### src/rtl/glove_pkg.sv
// glove_pkg: shared types and constants for the frame sender slice.
//   FRAME_LEN  samples per frame
//   SAMPLE_W   sample width (two's complement)
//   HOP        samples between consecutive frames once the window is full
// Config macro FRAME_SENDER_OVERLAP_EN: defined -> HOP=20 (frames overlap by
// 20 samples); undefined -> HOP=40 (disjoint frames).
package glove_pkg;
  localparam int FRAME_LEN = 40;
  localparam int SAMPLE_W  = 16;
  localparam int CNT_W     = 6;

  typedef logic signed [SAMPLE_W-1:0] sample_t;
  typedef sample_t [0:FRAME_LEN-1]    frame_t;

`ifdef FRAME_SENDER_OVERLAP_EN
  localparam int HOP = 20;
`else
  localparam int HOP = 40;
`endif

  typedef enum logic {ST_FILL, ST_STREAM} state_t;
endpackage

### src/rtl/sample_window.sv
// sample_window: 40-entry sample shift register with fill/hop counters.
// Ports:
//   i_clk, i_rst_n   clock, async active-low reset
//   enable           low clears both counters and ignores samples
//   sample_valid     sample accepted when high together with enable
//   sample           incoming sample, shifts in at [FRAME_LEN-1]
//   streaming        window already full (control FSM in STREAM)
//   next_frame       window contents including the current sample
//   complete         this edge's accepted sample completes a frame
module sample_window
  import glove_pkg::*;
(
  input  logic    i_clk,
  input  logic    i_rst_n,
  input  logic    enable,
  input  logic    sample_valid,
  input  sample_t sample,
  input  logic    streaming,
  output frame_t  next_frame,
  output logic    complete
);
  frame_t           window;
  logic [CNT_W-1:0] fill;
  logic [CNT_W-1:0] hop;
  logic             accept;

  assign accept = enable & sample_valid;

  always_comb begin
    next_frame = window;
    for (int i = 0; i < FRAME_LEN-1; i++) next_frame[i] = window[i+1];
    next_frame[FRAME_LEN-1] = sample;
  end

  // First frame completes when fill reaches FRAME_LEN; afterwards every HOP.
  assign complete = accept &&
    (streaming ? (hop == CNT_W'(HOP-1)) : (fill == CNT_W'(FRAME_LEN-1)));

  always_ff @(posedge i_clk or negedge i_rst_n) begin
    if (!i_rst_n) begin
      window <= '0;
      fill   <= '0;
      hop    <= '0;
    end else if (!enable) begin
      fill <= '0;
      hop  <= '0;
    end else if (accept) begin
      window <= next_frame;
      if (fill != CNT_W'(FRAME_LEN)) fill <= fill + 1'b1;
      // hop only runs once the window is full; the completing edge leaves it at 0
      if (streaming) hop <= (hop == CNT_W'(HOP-1)) ? '0 : hop + 1'b1;
      else           hop <= '0;
    end
  end
endmodule

### src/rtl/frame_sender.sv
// frame_sender: collects sensor samples into 40-sample frames and hands each
// completed frame to a downstream recogniser with a one-cycle o_next pulse.
// Ports:
//   i_clk, i_rst_n   clock, async active-low reset
//   i_enable         capture enable; low drops the partial window
//   i_sample_valid   sample strobe
//   i_sample         16-bit signed sample
//   i_core_ready     downstream idle
//   o_next           one-cycle frame-start pulse, o_data valid while high
//   o_data           delivered frame, [0] oldest .. [39] newest
//   o_pending        completed frame waiting for i_core_ready
//   o_drop_count     frames overwritten before delivery, saturating at 255
// Config macro FRAME_SENDER_OVERLAP_EN selects overlapping frames (see glove_pkg).
module frame_sender
  import glove_pkg::*;
(
  input  logic       i_clk,
  input  logic       i_rst_n,
  input  logic       i_enable,
  input  logic       i_sample_valid,
  input  sample_t    i_sample,
  input  logic       i_core_ready,
  output logic       o_next,
  output frame_t     o_data,
  output logic       o_pending,
  output logic [7:0] o_drop_count
);
  state_t state_q, state_d;
  frame_t next_frame, hold;
  logic   complete, send;

  sample_window u_win (
    .i_clk        (i_clk),
    .i_rst_n      (i_rst_n),
    .enable       (i_enable),
    .sample_valid (i_sample_valid),
    .sample       (i_sample),
    .streaming    (state_q == ST_STREAM),
    .next_frame   (next_frame),
    .complete     (complete)
  );

  always_ff @(posedge i_clk or negedge i_rst_n) begin
    if (!i_rst_n) state_q <= ST_FILL;
    else          state_q <= state_d;
  end

  always_comb begin
    state_d = state_q;
    if (!i_enable)     state_d = ST_FILL;
    else if (complete) state_d = ST_STREAM;
  end

  // o_next gating keeps pulses at least one idle cycle apart.
  assign send = o_pending & i_core_ready & ~o_next;

  always_ff @(posedge i_clk or negedge i_rst_n) begin
    if (!i_rst_n) begin
      hold         <= '0;
      o_data       <= '0;
      o_next       <= 1'b0;
      o_pending    <= 1'b0;
      o_drop_count <= '0;
    end else begin
      o_next <= send;
      if (send) o_data <= hold;
      if (complete) begin
        // On a collision send takes the old hold, so nothing is lost.
        hold      <= next_frame;
        o_pending <= 1'b1;
        if (o_pending && !send && o_drop_count != 8'hFF)
          o_drop_count <= o_drop_count + 1'b1;
      end else if (send) begin
        o_pending <= 1'b0;
      end
    end
  end
endmodule

### config.mk
export PLATFORM = sky130hd
export DESIGN_NAME = frame_sender
export DESIGN_NICKNAME = d
export VERILOG_FILES = /design/src/rtl/glove_pkg.sv /design/src/rtl/sample_window.sv /design/src/rtl/frame_sender.sv
export SDC_FILE = /design/constraint.sdc
export NUM_CORES = 2
export LEC_CHECK = 0
export CAP_MARGIN = 20
export CELL_PAD_IN_SITES_DETAIL_PLACEMENT = 1
export CELL_PAD_IN_SITES_GLOBAL_PLACEMENT = 1
export CORE_MARGIN = 3
export CORE_UTILIZATION = 49
export CTS_CLUSTER_DIAMETER = 200
export CTS_CLUSTER_SIZE = 12
export DETAILED_ROUTE_END_ITERATION = 8
export GPL_TIMING_DRIVEN = 0
export PLACE_DENSITY = 0.94
export REMOVE_ABC_BUFFERS = 1
export SETUP_SLACK_MARGIN = 0.2
export SYNTH_ARGS = -nofsm -noshare
export SYNTH_HDL_FRONTEND = slang
export SYNTH_SLANG_ARGS = --single-unit
### constraint.sdc
create_clock -name i_clk -period 2.9 [get_ports i_clk]
set_input_delay 0.58 -clock i_clk [delete_from_list [all_inputs] [get_ports i_clk]]
set_output_delay 0.58 -clock i_clk [all_outputs]
set_load 0.01 [all_outputs]
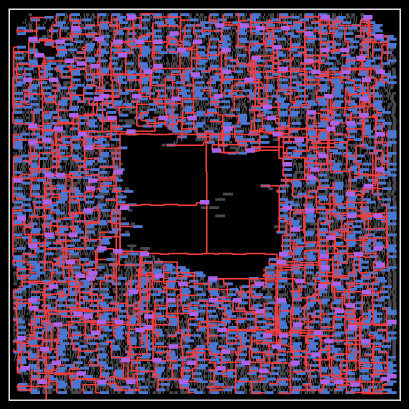
Figure 1: clock distribution.
Drawn at 1 px/um.
- purple: cells driving clock nets (count 178)
- blue: flip-flops (count 1927)
- red: clock wires (length 24.9 mm)
- routed clock nets: 179
Clk. pwr: 21.3 mW
clk ins delay skew pair: 0.82 ns
clock network power share: 0.392
clock skew: 0.03476 ns

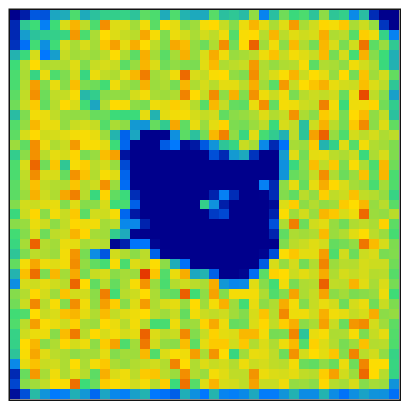
Figure 2: cell area per tile.
Drawn at 1 px/um. 39 x 39 tiles, from dark blue (low) to red (high), 0 to 100% covered.
- fullest tile: 94%
- nearly empty tiles: 10%
- mean over tiles: 56%
Util after Layout: 0.5989
fp util: 0.4937
core area: 145900 um^2

==> out/metrics.yaml <==
synth-edff-count: 0
min_period_ns: 2.651
cts.sinks: 1927
simple_gate_share: 0.2042
slew_headroom: 0.3455
rsz0062_at_grt: "false"
drt_first_iter_violations: 4383
r2r-end: "hold[388]"
synth_top_cell_by_area: "dfrtp_1"
clk_share: 0.05306
buffers: 810
drc: 0
comb_cells: 4550
clock_tree.root_cell: "clkbuf_16"
final-setup-viol-count: 0
io_pins: 671
compound_area_frac: 0.001997
clk_path_buf_depth: 3
timing_hold_violations_final: 263
slew_viol_final: 0
avgSynthCellArea_um2: 10.54
n_fill_cell: 14937
ant_nets: 0
required_ns: 3.64
cts_made_buffers: 178
reg2regPathDepth: 9
wl_per_cell_um: 27.77
p_per_area_nw_per_um2: 622.0
buf_share: 0.1140
cts_tree: "built"
seq_area_um2: 48220
r2r_slack_ns: 0.25
final_layout_size_suffix_gt1_frac: 0.1292
ys_warn_count: 0
dieArea_um2: 151600
mux_area_frac: 0.09798
diodes: 4
nets: 7498
top_logic_kind: "simple AND/OR/NAND/NOR gates"
fmax_mhz: 377.2
routed_via_density: 5.786
status: "finished, violations left"
ys_top_cells_by_count: "3853 x nand2_1, 1927 x dfrtp_1, 624 x mux2_2"
warnings: 65
grt_antenna_before_repair: 5
hold_ws_ns: -0.2687
cts-resized-gates: 15
violations: "negative hold slack"
## cell families after synthesis
group           after synthesis
buf+inv                     362
fa+ha+maj                     4
compound gates               18
xor+xnor                     10
simple gates               3887
mux                         627
flops                      1927
## layer usage
metal  part of all wire  GRT usage
met4              0.080     0.2331
met1               0.34     0.3747
met2               0.51     0.5956
met5                  0          0
met3              0.066    0.07618
## critical path, cell delays in order, from the launching register on
cell	delay [ns]
dfrtp_1	0.41
ha_2	0.22
and4bb_2	0.27
a2bb2oi_4	0.18
or2_4	0.21
buf_16	0.27
buf_16	0.30
buf_16	0.27
nand2_1	0.17
nand2_1	0.10
## flip-flops by register name, indices dropped and copies added (netlist names)
register / cells
hold: 640
o_data: 640
o_drop_count: 8
o_next: 1
o_pending: 1
state_q: 1
u_win.fill: 6
u_win.hop: 6
u_win.next_frame: 624
## worst max path at each step
stage / startpoint / end / slack (ns) / cells past startpoint
finish: u_win.fill[0] / hold[388] / 0.25 / 9
global route: u_win.fill[0] / hold[388] / 0.18 / 9
CTS: u_win.fill[0] / hold[253] / 0.15 / 13
detailed placement: i_enable / hold[395] / -1.96 / 12
global placement: o_pending / o_data[87] / -115.54 / 4
floorplan: o_pending / o_data[0] / -41.04 / 4
## stage by stage
stage / utilization / instance area, um^2 / worst slack, ns / power [mW] / std cells
finish: 0.5989 / 87390 / 0.2491 / 54.36 / 9404
detailed placement: 0.5591 / 81580 / -1.963 / 33.31 / 9158
floorplan: - / 70290 / -41.04 / 31.98 / 6479
global route: 0.5989 / 87390 / 0.1819 / 56.09 / 9402
global placement: 0.5442 / 79400 / -115.54 / 33.15 / 9066
CTS: 0.5968 / 87080 / 0.1528 / 54.30 / 9384
## power by group
group,total [mW],internal [mW],switching [mW]
Clock,21.3,10.9,10.4
Combinational,2.90,1.54,1.36
Sequential,30.2,28.5,1.65
No activity file was given, so power comes from the tool's default toggle rates.
